--- src/rtl/block_demux_rx.sv ---
// Receive demultiplexer: parses framed packets (header + PKT_LEN payload) and steers payload to FIFO 1..3.
// Optional macro CHKSUM_EN adds an XOR trailer byte checked in ST_CHK.
`ifndef BUFF_SIZE
`define BUFF_SIZE 7
`endif

module block_demux_rx #(
  parameter int         PKT_LEN    = 30,
  parameter int         CNT_W      = `BUFF_SIZE,
  parameter int         FIFO_DEPTH = 64,
  parameter logic [5:0] HDR_TAG    = 6'b101101
) (
  input  logic             clk,
  input  logic             rst,
  input  logic [7:0]       rx_data,
  input  logic             rx_vld,
  input  logic [CNT_W-1:0] f1_bf_cnt,
  input  logic [CNT_W-1:0] f2_bf_cnt,
  input  logic [CNT_W-1:0] f3_bf_cnt,
  output logic [7:0]       wr_data,
  output logic [2:0]       wr_en,
  output logic [1:0]       cur_cnl,
  output logic             pkt_done,
  output logic             hdr_err,
  output logic [7:0]       drop_cnt,
  output logic             chk_err
);

  localparam int BCW = (PKT_LEN > 1) ? $clog2(PKT_LEN) : 1;
  localparam logic [BCW-1:0] LAST_IDX = BCW'(PKT_LEN - 1);

  localparam logic [1:0] ST_HDR  = 2'd0;
  localparam logic [1:0] ST_PLD  = 2'd1;
  localparam logic [1:0] ST_DROP = 2'd2;
  localparam logic [1:0] ST_CHK  = 2'd3;

  logic [1:0]     state_reg;
  logic [BCW-1:0] byte_cnt_reg;
  logic [7:0]     wr_data_reg;
  logic [2:0]     wr_en_reg;
  logic [1:0]     cur_cnl_reg;
  logic           pkt_done_reg;
  logic           hdr_err_reg;
  logic [7:0]     drop_cnt_reg;
  logic           chk_err_reg;
`ifdef CHKSUM_EN
  logic [7:0]     chk_acc_reg;
  logic           chk_drop_reg;
`endif

  logic [CNT_W-1:0] occ [3];
  logic [2:0]       space_ok;
  logic [2:0]       cnl_hot;
  logic             hdr_ok;
  logic [1:0]       hdr_code;
  logic             code_space_ok;

  assign occ[0]   = f1_bf_cnt;
  assign occ[1]   = f2_bf_cnt;
  assign occ[2]   = f3_bf_cnt;
  assign hdr_ok   = (rx_data[7:2] == HDR_TAG);
  assign hdr_code = rx_data[1:0];

  // Space test rewritten as occ + PKT_LEN <= depth so it never underflows.
  genvar gi;
  generate
    for (gi = 0; gi < 3; gi++) begin : g_cnl
      assign space_ok[gi] = ((32'(occ[gi]) + 32'(PKT_LEN)) <= 32'(FIFO_DEPTH));
      assign cnl_hot[gi]  = (cur_cnl_reg == 2'(gi + 1));
    end
  endgenerate

  always_comb begin
    code_space_ok = 1'b0;
    case (hdr_code)
      2'd1:    code_space_ok = space_ok[0];
      2'd2:    code_space_ok = space_ok[1];
      2'd3:    code_space_ok = space_ok[2];
      default: code_space_ok = 1'b0;
    endcase
  end

  always_ff @(posedge clk) begin
    if (rst) begin
      state_reg    <= ST_HDR;
      byte_cnt_reg <= '0;
      wr_data_reg  <= 8'h00;
      wr_en_reg    <= 3'b000;
      cur_cnl_reg  <= 2'd0;
      pkt_done_reg <= 1'b0;
      hdr_err_reg  <= 1'b0;
      drop_cnt_reg <= 8'h00;
      chk_err_reg  <= 1'b0;
`ifdef CHKSUM_EN
      chk_acc_reg  <= 8'h00;
      chk_drop_reg <= 1'b0;
`endif
    end else begin
      wr_en_reg    <= 3'b000;
      pkt_done_reg <= 1'b0;
      hdr_err_reg  <= 1'b0;
      chk_err_reg  <= 1'b0;
      if (rx_vld) begin
        case (state_reg)
          ST_HDR: begin
            if (!hdr_ok) begin
              hdr_err_reg <= 1'b1;
            end else begin
              cur_cnl_reg  <= hdr_code;
              byte_cnt_reg <= '0;
`ifdef CHKSUM_EN
              chk_acc_reg  <= rx_data;
`endif
              if (hdr_code == 2'd0) begin
                state_reg <= ST_DROP;
              end else if (code_space_ok) begin
                state_reg <= ST_PLD;
              end else begin
                state_reg <= ST_DROP;
                if (drop_cnt_reg != 8'hFF) drop_cnt_reg <= drop_cnt_reg + 8'd1;
              end
            end
          end
          ST_PLD, ST_DROP: begin
            if (state_reg == ST_PLD) begin
              wr_data_reg <= rx_data;
              wr_en_reg   <= cnl_hot;
            end
`ifdef CHKSUM_EN
            chk_acc_reg <= chk_acc_reg ^ rx_data;
`endif
            if (byte_cnt_reg == LAST_IDX) begin
              byte_cnt_reg <= '0;
              cur_cnl_reg  <= 2'd0;
`ifdef CHKSUM_EN
              state_reg    <= ST_CHK;
              chk_drop_reg <= (state_reg == ST_DROP);
`else
              state_reg    <= ST_HDR;
              pkt_done_reg <= 1'b1;
`endif
            end else begin
              byte_cnt_reg <= byte_cnt_reg + 1'b1;
            end
          end
          ST_CHK: begin
`ifdef CHKSUM_EN
            // Dropped packets still eat their trailer but never flag it.
            pkt_done_reg <= 1'b1;
            chk_err_reg  <= !chk_drop_reg && (rx_data != chk_acc_reg);
`endif
            state_reg <= ST_HDR;
          end
        endcase
      end
    end
  end

  assign wr_data  = wr_data_reg;
  assign wr_en    = wr_en_reg;
  assign cur_cnl  = cur_cnl_reg;
  assign pkt_done = pkt_done_reg;
  assign hdr_err  = hdr_err_reg;
  assign drop_cnt = drop_cnt_reg;
  assign chk_err  = chk_err_reg;

endmodule

--- config.mk ---
export PLATFORM = sky130hd
export DESIGN_NAME = block_demux_rx
export DESIGN_NICKNAME = d
export VERILOG_FILES = /design/src/rtl/block_demux_rx.sv
export SDC_FILE = /design/constraint.sdc
export NUM_CORES = 1
export LEC_CHECK = 0
export CORE_MARGIN = 2
export CORE_UTILIZATION = 45
export DETAILED_ROUTE_END_ITERATION = 8
export PLACE_DENSITY = 0.85
export SYNTH_ARGS = -nofsm -noshare
export SYNTH_HDL_FRONTEND = slang
export SYNTH_SLANG_ARGS = --single-unit
--- constraint.sdc ---
create_clock -name clk -period 2.51 [get_ports clk]
set_input_delay 0.502 -clock clk [delete_from_list [all_inputs] [get_ports clk]]
set_output_delay 0.502 -clock clk [all_outputs]
set_load 0.1 [all_outputs]
run_1/layers.png
Only two layers are drawn.
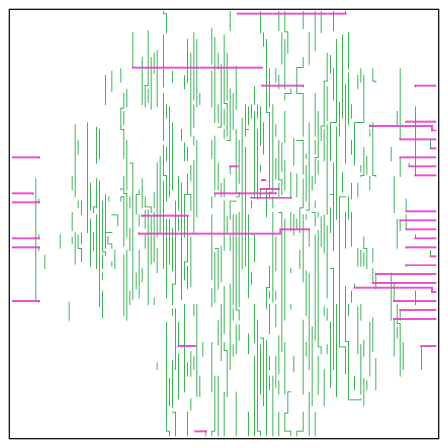
| colour | layer | wire length |
|---|---|---|
| green | M2 | 2200 um |
| magenta | M3 | 236 um |
routed vias: 1755
final wirelength: 4294 um
post-detailed-route wirelength per cell: 13.59 um

run_1/congestion_map.png
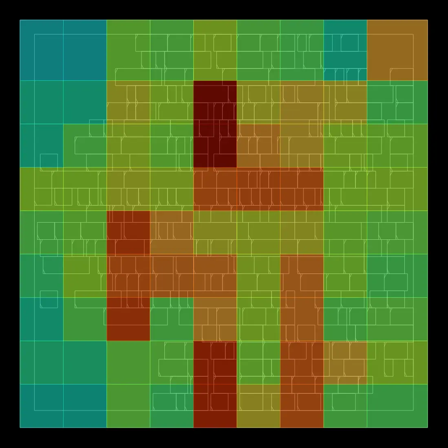
Total GRT Usage: 21.18%
Final Core Density: 68.49%

==> Slide: Implementation Results, run 1 <==
Synthesis and Place & Route Summary

Worst setup path
  • Critical path buffers and inverters: 2
  • Worst Path Max Fanout: 5
  • Reg-to-reg startpoint: state_reg[0]
  • Slowest stage cell on the critical path: or4_4
  • Worst path max stage delay: approximately 510 ps
  • Arrival time worst endpoint: about 2700 ps

Die
  • FP Rows: 22
  • Fp util: a little under half
  • DIE AREA: roughly 4200 um^2

Logic synthesis
  • Yosys chip area: between 1500 and 2000 um^2
  • Dominant Register Cell: dfxtp_1
  • Yosys reg bits: 30
  • Synthesized netlist cell count: slightly below 200
  • Nets at Floorplan: between 200 and 250

Cells and area
  • Share of cells above drive strength 1: between 20% and 30%
  • Nets@finish: just over 300
  • Inverters excl. clock: 16
  • Dominant logic cell type in the layout: buf_4
  • Ant diodes: 0
  • Non-clk buf share: 25.73%
  • Most numerous logic cells after layout: buf_4, dfxtp_1, clkdlybuf4s50_1
  • Comb area share: about two fifths
  • Gate Area: 1001 um^2

Clock tree
  • Num Clock Sinks: 30
  • CTS buffer count: 5
  • Maximum root-to-sink buffer count: 2
  • CTS Hold Buffers Added: 0
  • H-tree levels: 2

Route
  • DR WL met2: approximately 2200 um
  • Met3 Wirelength: approximately 240 um
  • Max Used Layer: met4

Placement
  • Setup WS pre-CTS: -335.0 ps
  • # port buffers: roughly 54
  • Final GP Congestion: about 0.83

Power
  • Sw Ratio: a little under a quarter
  • Leakage: between 0.9 and 1 nW
  • Total Power: about 1.1 mW
  • Clk network pwr share: between 40% and 50%
  • Comb pwr: 0.172 mW
  • Power Clock: approximately 0.49 mW

Outcome
  • Status: finished, final reports clean

GRT
  • M1 GR Usage: 24.03%
  • First-pass GRT wire length: ~7000 um

Hold path
  • Hold Path Cell Cnt: 2
  • HP Start: wr_data[6]

Run
  • Tool warnings: 28

Timing
  • Highest clock rate: approximately 410 MHz
run_1/ff_map.png
Scale bar: 20 um.
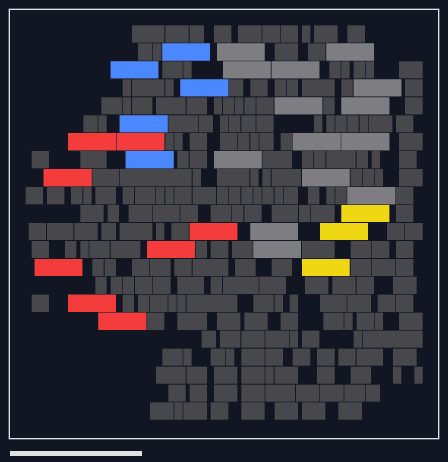
| colour | name in the netlist | placed flops |
|---|---|---|
| blue | `byte_cnt_reg` | 5 |
| red | `drop_cnt` | 8 |
| yellow | `wr_en` | 3 |
not coloured: 14
Storage cell area: 600.6 um^2
seq pwr: 0.479 mW
fraction of area in registers: 24.32%

## run 1: how the worst max path moves through the flow
stage | from | to | slack, ps | cells past startpoint
floorplan | drop_cnt[2] | drop_cnt[2] | 30 | 7
global placement | f2_bf_cnt[1] | drop_cnt[6] | -240 | 9
detailed placement | f2_bf_cnt[2] | drop_cnt[6] | -340 | 9
CTS | f2_bf_cnt[2] | drop_cnt[4] | 5 | 9
global route | f1_bf_cnt[1] | drop_cnt[0] | -10 | 9
finish | f1_bf_cnt[1] | drop_cnt[6] | 40 | 9
## run 1: cells in the mapped netlist (5+ instances only)
cell      number
dfxtp_1       30
a21oi_1       19
inv_1         16
nand2_1       16
nand3_1       16
nor2_1        12
ha_1           8
clkbuf_1       6
nand4_1        5
run_1/m1.png
Scale bar: 20 um. Supply wires on this layer in grey. Cells faint in the background.
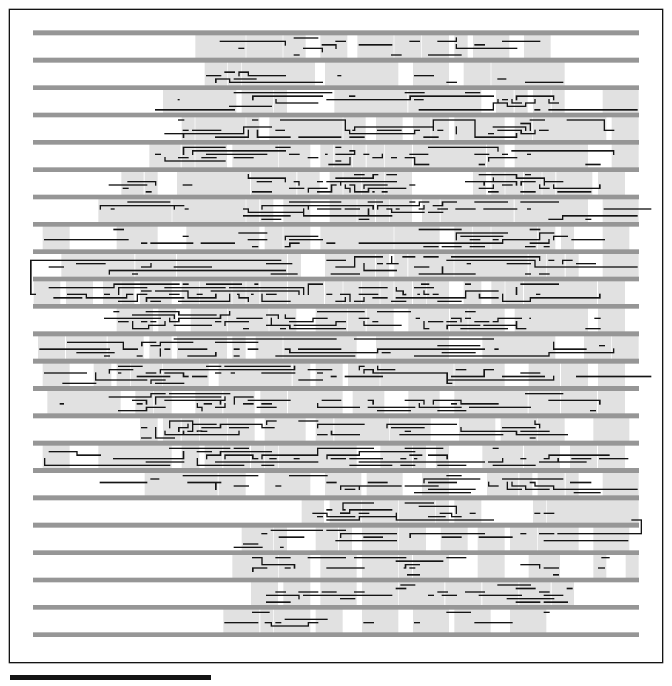

==> inputs of run 2 (changes only) <==
--- a/config.mk
+++ b/config.mk
@@ -5,7 +5,6 @@
 export SDC_FILE = /design/constraint.sdc
 export NUM_CORES = 1
 export LEC_CHECK = 0
-export CORE_MARGIN = 2
 export CORE_UTILIZATION = 45
 export DETAILED_ROUTE_END_ITERATION = 8
 export PLACE_DENSITY = 0.85
run_2/m1.png
Scale bar: 20 um. Supply wires on this layer in grey. Cells faint in the background.
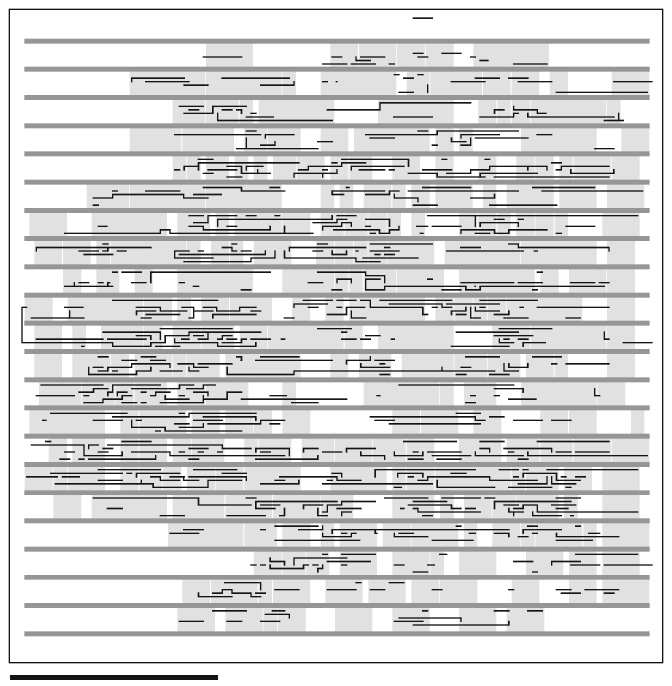
nets with wire on the layer: 266
longest straight run: 20.2 um
share of all routed wire: 43%
M1 GR Usage: 26.06%
final wirelength: 4092 um
routed vias: 1744

==> Slide: Implementation Results, run 2 <==
Synthesis and Place & Route Summary

Outcome
  • Status: finished, final reports clean (unchanged)

Clock tree
  • H-tree levels: 2 (unchanged)
  • CTS buffer count: 5 (unchanged)
  • CTS Hold Buffers Added: 0 (unchanged)
  • Num Clock Sinks: 30 (unchanged)
  • Clk latency late pin: 290 ps (about the same)

Logic synthesis
  • Syn avg cell area: 8.454 um^2 (unchanged)
  • Yosys chip area: 1665 um^2 (unchanged)
  • EDFF count, synth: 0 (unchanged)
  • Nets at Floorplan: 237 (unchanged)
  • Dominant Register Cell: dfxtp_1 (unchanged)
  • Top cells by count: dfxtp_1, a21oi_1, inv_1, nand2_1, nand3_1 (unchanged)
  • Synthesized netlist cell count: 197 (unchanged)
  • Top-count cell post-synth: dfxtp_1 (unchanged)

Cells and area
  • Nets@finish: 309 (was 308)
  • Most numerous logic cells after layout: buf_4, dfxtp_1, clkdlybuf4s50_1 (unchanged)
  • Dominant logic cell type in the layout: buf_4 (unchanged)
  • Share of cells above drive strength 1: 25.93% (was 25.37%)

Placement
  • # port buffers: 54 (unchanged)
  • Setup WS pre-CTS: -316.3 ps (was -335.0 ps)
  • Final GP Congestion: 0.8344 (was 0.8338)

Die
  • DIE AREA: 3948 um^2 (was 4204 um^2)
  • Fp util: 48.38% (was 46.18%)
  • FP Rows: 21 (was 22)

Worst setup path
  • Slowest stage cell on the critical path: or4_4 (unchanged)
  • Worst path max stage delay: 510 ps (about the same)
  • Arrival time worst endpoint: 2670 ps (was 2690 ps)
  • Setup CP Type: in -> reg (unchanged)
  • Critical path buffers and inverters: 2 (unchanged)
  • CP Cell Sequence: clkdlybuf4s50_1, inv_1, ha_1, and3b_1, a22o_1, o2bb2ai_2, o21a_4, or4_4, a21oi_2 (was clkdlybuf4s50_1, inv_1, ha_4, nand4bb_1, a221oi_1, a2111o_1, o21a_4, or4_4, a21oi_2)
  • Critical path required time: 2730 ps (was 2740 ps)

Power
  • Total Power: 1.052 mW (was 1.144 mW)
  • Clk network pwr share: 38.4% (was 43.1%)
  • Comb pwr: 0.169 mW (was 0.172 mW)
  • Seq pwr: 0.479 mW (about the same)
  • Sw Ratio: 25.09% (was 22.55%)
  • Leakage: 0.9962 nW (was 0.9868 nW)

Route
  • Met3 Wirelength: 237 um (was 235 um)
  • DR WL met2: 1977 um (was 2198 um)
  • Max Used Layer: met4 (unchanged)
  • Post-detailed-route wirelength per cell: 12.95 um (was 13.59 um)

Hold path
  • Hold Path Cell Cnt: 2 (unchanged)

GRT
  • First-pass GRT wire length: 6996 um (was 7024 um)
  • Total GRT Usage: 22.36% (was 21.18%)

Run
  • Tool warnings: 28 (unchanged)

Timing
  • Highest clock rate: 407.8 MHz (was 405.4 MHz)
run_2/ff_map.png
Scale bar: 20 um.
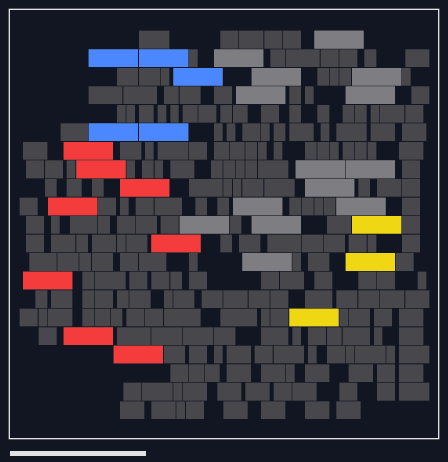
| colour | name in the netlist | placed flops |
|---|---|---|
| yellow | `wr_en` | 3 |
| blue | `byte_cnt_reg` | 5 |
| red | `drop_cnt` | 8 |
fraction of area in registers: 24.60%
Final Core Density: 70.92%

## run 2: path summary, 6_finish.rpt
path,endpoint,startpoint,slack [ps]
setup / recovery,drop_cnt[4],f2_bf_cnt[1],60
hold / removal,wr_data[3],wr_data[3],460
setup reg to reg,drop_cnt[7],drop_cnt[2],520
hold reg to reg,wr_data[3],wr_data[3],460
## run 2: area by class of cell
class	count	area, um^2
tap	46	57.56
fill	283	1001
clock buffer	7	86.33
inverter	16	60.06
clock inverter	1	5.005
timing repair buffer	75	648.1
multi-input combinational	141	983.4
sequential	30	600.6
## run 2: per-stage QoR
step / cells / setup TNS [ps] / util [%]
after floorplan: 197 / 0 / -
after global placement: 308 / -1731 / 67.21
after detailed placement: 308 / -1974 / 67.21
after CTS: 316 / 0 / 70.05
after global routing: 316 / 0 / 70.92
final: 316 / 0 / 70.92
No activity file was given, so power comes from the tool's default toggle rates.
